[src/rtl/sr_pkg.sv]
// Shared definitions for the serial shift-register family: FSM state
// encoding and the default word width used by both ends of the link.
package sr_pkg;

  typedef enum logic {
    S_IDLE  = 1'b0,
    S_SHIFT = 1'b1
  } sr_state_e;

  localparam int SR_WIDTH = 8;

endpackage : sr_pkg

[src/rtl/sr_deser_outbuf.sv]
// Valid/ready holding register for completed words, with a sticky
// overrun flag raised when a word arrives while the register is still full.
module sr_deser_outbuf
  import sr_pkg::*;
#(
  parameter int WIDTH = SR_WIDTH
) (
  input  logic             clock,
  input  logic             sclr,
  input  logic [WIDTH-1:0] word,
  input  logic             word_done,
  input  logic             q_ready,
  output logic [WIDTH-1:0] q,
  output logic             q_valid,
  output logic             overrun
);

  logic [WIDTH-1:0] q_r;
  logic             q_valid_r;
  logic             overrun_r;

  // Holding register: a consume in the same cycle frees the slot for a new word
  always_ff @(posedge clock) begin
    if (sclr) begin
      q_r       <= {WIDTH{1'b0}};
      q_valid_r <= 1'b0;
      overrun_r <= 1'b0;
    end else if (word_done) begin
      if (!q_valid_r || q_ready) begin
        q_r       <= word;
        q_valid_r <= 1'b1;
      end else begin
        overrun_r <= 1'b1;
      end
    end else if (q_valid_r && q_ready) begin
      q_valid_r <= 1'b0;
    end else begin
      q_valid_r <= q_valid_r;
    end
  end

  assign q       = q_r;
  assign q_valid = q_valid_r;
  assign overrun = overrun_r;

endmodule : sr_deser_outbuf

[src/rtl/sr_deserializer.sv]
// Receive end of the MSB-first serial link: frames incoming bits, rebuilds
// WIDTH-bit words and hands them to a valid/ready holding register.
module sr_deserializer
  import sr_pkg::*;
#(
  parameter int WIDTH = SR_WIDTH,
  parameter int CW    = $clog2(WIDTH)
) (
  input  logic             clock,
  input  logic             sclr,
  input  logic             enable,
  input  logic             serial_in,
  input  logic             frame,
  output logic [WIDTH-1:0] q,
  output logic             q_valid,
  input  logic             q_ready,
  output logic             busy,
  output logic             overrun,
  output logic             frame_err
);

  sr_state_e        state_r, state_s;
  logic [WIDTH-2:0] shreg_r, shreg_s;
  logic [CW-1:0]    cnt_r, cnt_s;
  logic             frame_err_r, frame_err_s;
  logic             busy_r;
  logic [WIDTH-1:0] shift_s;
  logic             word_done_s;

  // Framing FSM; only WIDTH-1 partial bits are stored, the last bit completes the word directly
  always_comb begin
    shift_s     = {shreg_r, serial_in};
    state_s     = state_r;
    shreg_s     = shreg_r;
    cnt_s       = cnt_r;
    frame_err_s = frame_err_r;
    word_done_s = 1'b0;
    if (enable) begin
      case (state_r)
        S_IDLE: begin
          if (frame) begin
            shreg_s = shift_s[WIDTH-2:0];
            cnt_s   = CW'(1);
            state_s = S_SHIFT;
          end else begin
            state_s = S_IDLE;
          end
        end
        S_SHIFT: begin
          // A new frame marker wins over completing the current word
          if (frame) begin
            frame_err_s = 1'b1;
            shreg_s     = shift_s[WIDTH-2:0];
            cnt_s       = CW'(1);
          end else if (cnt_r == CW'(WIDTH - 1)) begin
            word_done_s = 1'b1;
            shreg_s     = shift_s[WIDTH-2:0];
            cnt_s       = {CW{1'b0}};
            state_s     = S_IDLE;
          end else begin
            shreg_s = shift_s[WIDTH-2:0];
            cnt_s   = cnt_r + CW'(1);
          end
        end
        default: begin
          state_s = S_IDLE;
          cnt_s   = {CW{1'b0}};
        end
      endcase
    end else begin
      state_s = state_r;
    end
  end

  // Framing state registers
  always_ff @(posedge clock) begin
    if (sclr) begin
      state_r     <= S_IDLE;
      shreg_r     <= {(WIDTH-1){1'b0}};
      cnt_r       <= {CW{1'b0}};
      frame_err_r <= 1'b0;
      busy_r      <= 1'b0;
    end else begin
      state_r     <= state_s;
      shreg_r     <= shreg_s;
      cnt_r       <= cnt_s;
      frame_err_r <= frame_err_s;
      busy_r      <= (state_s == S_SHIFT);
    end
  end

  sr_deser_outbuf #(.WIDTH(WIDTH)) u_outbuf (
    .clock     (clock),
    .sclr      (sclr),
    .word      (shift_s),
    .word_done (word_done_s),
    .q_ready   (q_ready),
    .q         (q),
    .q_valid   (q_valid),
    .overrun   (overrun)
  );

  assign busy      = busy_r;
  assign frame_err = frame_err_r;

endmodule : sr_deserializer

[config.mk]
export PLATFORM = sky130hd
export DESIGN_NAME = sr_deserializer
export DESIGN_NICKNAME = d
export VERILOG_FILES = /design/src/rtl/sr_pkg.sv /design/src/rtl/sr_deser_outbuf.sv /design/src/rtl/sr_deserializer.sv
export SDC_FILE = /design/constraint.sdc
export NUM_CORES = 1
export LEC_CHECK = 0
export CAP_MARGIN = 40
export CORE_MARGIN = 2
export CORE_UTILIZATION = 44
export DETAILED_ROUTE_END_ITERATION = 10
export PLACE_DENSITY = 0.75
export SLEW_MARGIN = 0
export SYNTH_ARGS = -nofsm -noshare
export SYNTH_HDL_FRONTEND = slang
export SYNTH_SLANG_ARGS = --single-unit
[constraint.sdc]
create_clock -name clock -period 2.1 [get_ports clock]
set_input_delay 0.42 -clock clock [delete_from_list [all_inputs] [get_ports clock]]
set_output_delay 0.42 -clock clock [all_outputs]
set_load 0.005 [all_outputs]
**The clock network**

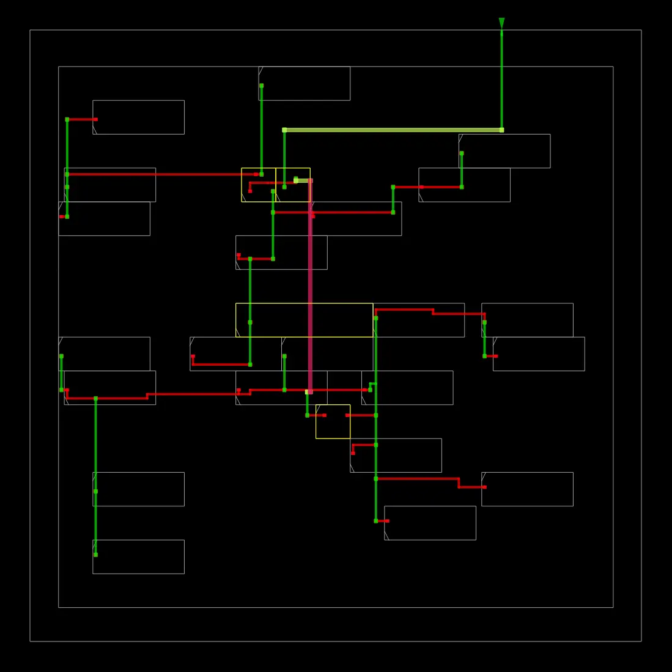
Seq cells: 22
clock buf count: 3
clock network power: 0.318 mW
Latency at later pin: 0.30 ns

==> results.sh <==
# physical design summary
export IMPL_vdd_ir_drop_max_uv=439
export IMPL_topCellsByArea="dfxtp_1 49%, mux2i_1 17%, nand2b_1 11%"
export IMPL_cts_tree="done"
export IMPL_ys_types=19
export IMPL_ant_nets=0
export IMPL_max_freq_mhz=574
export IMPL_drive_above_1_share_pct=10.1
export IMPL_die_h_um=49.2
export IMPL_drv_slew=0
export IMPL_fp_nets=96
export IMPL_ys_top_cells_by_count="22 x dfxtp_1, 16 x nand2b_1, 15 x mux2i_1"
export IMPL_overflow=0
export IMPL_final_cells=136
export IMPL_warnings=26
export IMPL_powerDensity_mw_per_mm2=685
export IMPL_crit_arrival_ns=1.32
export IMPL_setup_viol=0
export IMPL_tightest_slew_ns=0.550
export IMPL_clock_skew_ns=0.00622
export IMPL_drv_cap=0
export IMPL_ys_top_logic_family="simple AND/OR/NAND/NOR gates"
export IMPL_dp_slack_ns=0.169
export IMPL_cts_root_buf="clkbuf_4"
export IMPL_met3_usage_pct=3.68
export IMPL_yosys_area_share_adder_pct=2.79
export IMPL_diodes=0
export IMPL_dr_pass1_iters=3
export IMPL_largest_register_ffs=8
export IMPL_min_delay_path_depth=2
export IMPL_clock_sinks=22
export IMPL_ctsResizeCount=0
export IMPL_grt_use_met2_pct=23.0
export IMPL_crit_path_end_kind="primary output"
export IMPL_hold_buffers=0
export IMPL_cts_buffers=3
export IMPL_crit_path_max_incr_delay_ns=0.55
export IMPL_tns_ns=0
export IMPL_edf_count=0
export IMPL_crit_start="busy"
export IMPL_xor_share_pct=0
export IMPL_ff_latch_area_um2=440
export IMPL_seq_power_share_pct=53.6
export IMPL_dpl_hpwl_um=1100
export IMPL_cp_num_cells=1
export IMPL_grt_antenna_before_repair=0
export IMPL_synth_top_area_share_pct=49.0
export IMPL_run_status="complete, no violations"
export IMPL_h_tree_depth=1
export IMPL_io_pins=18
export IMPL_ys_sh_aoi_pct=6.69
export IMPL_slew_headroom_pct=63.3
export IMPL_power_leader="sequential cells"
export IMPL_finalCriticalPeriod_ns=1.74
export IMPL_grt_pass1_vias=609
export IMPL_power_share_switching_pct=19.3
export IMPL_hold_path_class="reg2reg"
export IMPL_ys_seq_share_pct=49.0
export IMPL_rows=16
export IMPL_inverters_excl_clock=1
export IMPL_synth_cells=88
export IMPL_whs_endpoint="u_outbuf.q[6]"
export IMPL_required_ns=1.68
export IMPL_reg2reg_depth=6
export IMPL_endpoint="busy"
export IMPL_syn_area_per_cell_um2=10.2
export IMPL_comb_share_pct=38.0
export IMPL_viasPerCell=4.75
export IMPL_seq_cell_power_mw=0.428
export IMPL_top_layer="met4"
export IMPL_synthSimpleGateAreaFrac_pct=23.1
export IMPL_dp_cells=132
export IMPL_die_area_mm2=0.00242
export IMPL_final_nonclk_buf_share_pct=16.5
export IMPL_p_int_mw=0.645
export IMPL_rsz0062_at_grt="no"
export IMPL_wl_met2_um=730
export IMPL_io_buffers=17
export IMPL_nets=118
export IMPL_finalHoldViolCount=0
export IMPL_core_area_mm2=0.00194
export IMPL_seq_area_share_pct=37.8
export IMPL_p_comb_mw=0.0525
export IMPL_met1_usage_pct=16.8
export IMPL_ff_type="dfxtp_1"
export IMPL_worst_setup_path_type="reg2out"
export IMPL_path_buffers=1
export IMPL_netlist_area_um2=898
export IMPL_drc=0
export IMPL_synth_ff_latch_count=22
export IMPL_n_fill_cell=177
export IMPL_wl_met1_um=676
export IMPL_min_from="u_outbuf.q[6]"
export IMPL_async_flop_share_pct=0
export IMPL_dr_wl_met3_um=40
export IMPL_cp_top_family="buffers and inverters"
export IMPL_gp_congestion=0.689
export IMPL_r2r_end="u_outbuf.q[1]"
**Wiring by layer**

Drawn at 12 px/µm. Two of the layers only.
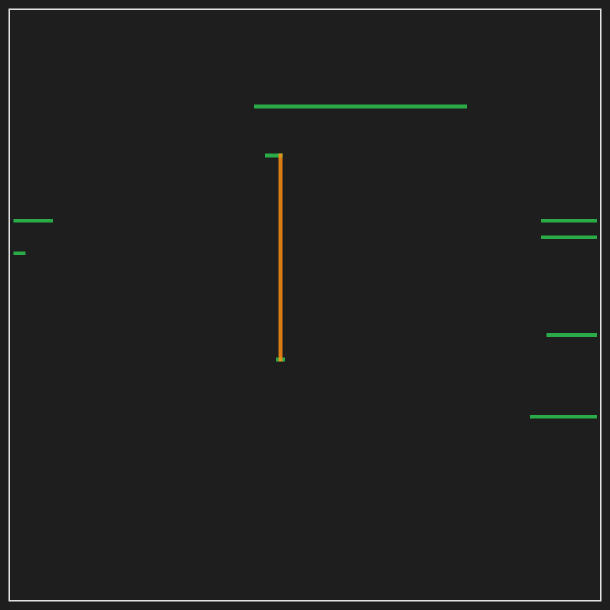
Orange shows met4, wire length 17.0 µm. Green shows met3, wire length 40.6 µm.
Total GRT Usage: 13.8%
DR WL/cell: 10.8 µm
final WL: 1460 µm
vias post-DR: 646

stage by stage:
stage                     util [%]  hold WS, ns  area (µm²)  power, mW
after floorplan                  -        0.452         898      0.466
after global placement        57.3        0.452        1110      0.489
after detailed placement      57.3        0.462        1110      0.490
after CTS                     60.1        0.487        1170      0.806
after global routing          60.1        0.510        1170      0.832
final                         60.1        0.479        1170      0.799
cells in the final DEF (no fill, tap or decap), drive strengths merged:
cell / n
ha: 2
nor4: 1
nor3b: 1
bufinv: 1
nand2b: 16
and3b: 1
a22oi: 2
inv: 1
nor2b: 1
nor2: 13
a21oi: 2
a31oi: 2
nand2: 3
dfxtp: 22
clkdlybuf4s50: 17
buf: 3
a32oi: 1
o21ai: 2
clkbuf: 3
mux2i: 15
Power figures rest on the tool's default switching activity, not on a simulated workload.
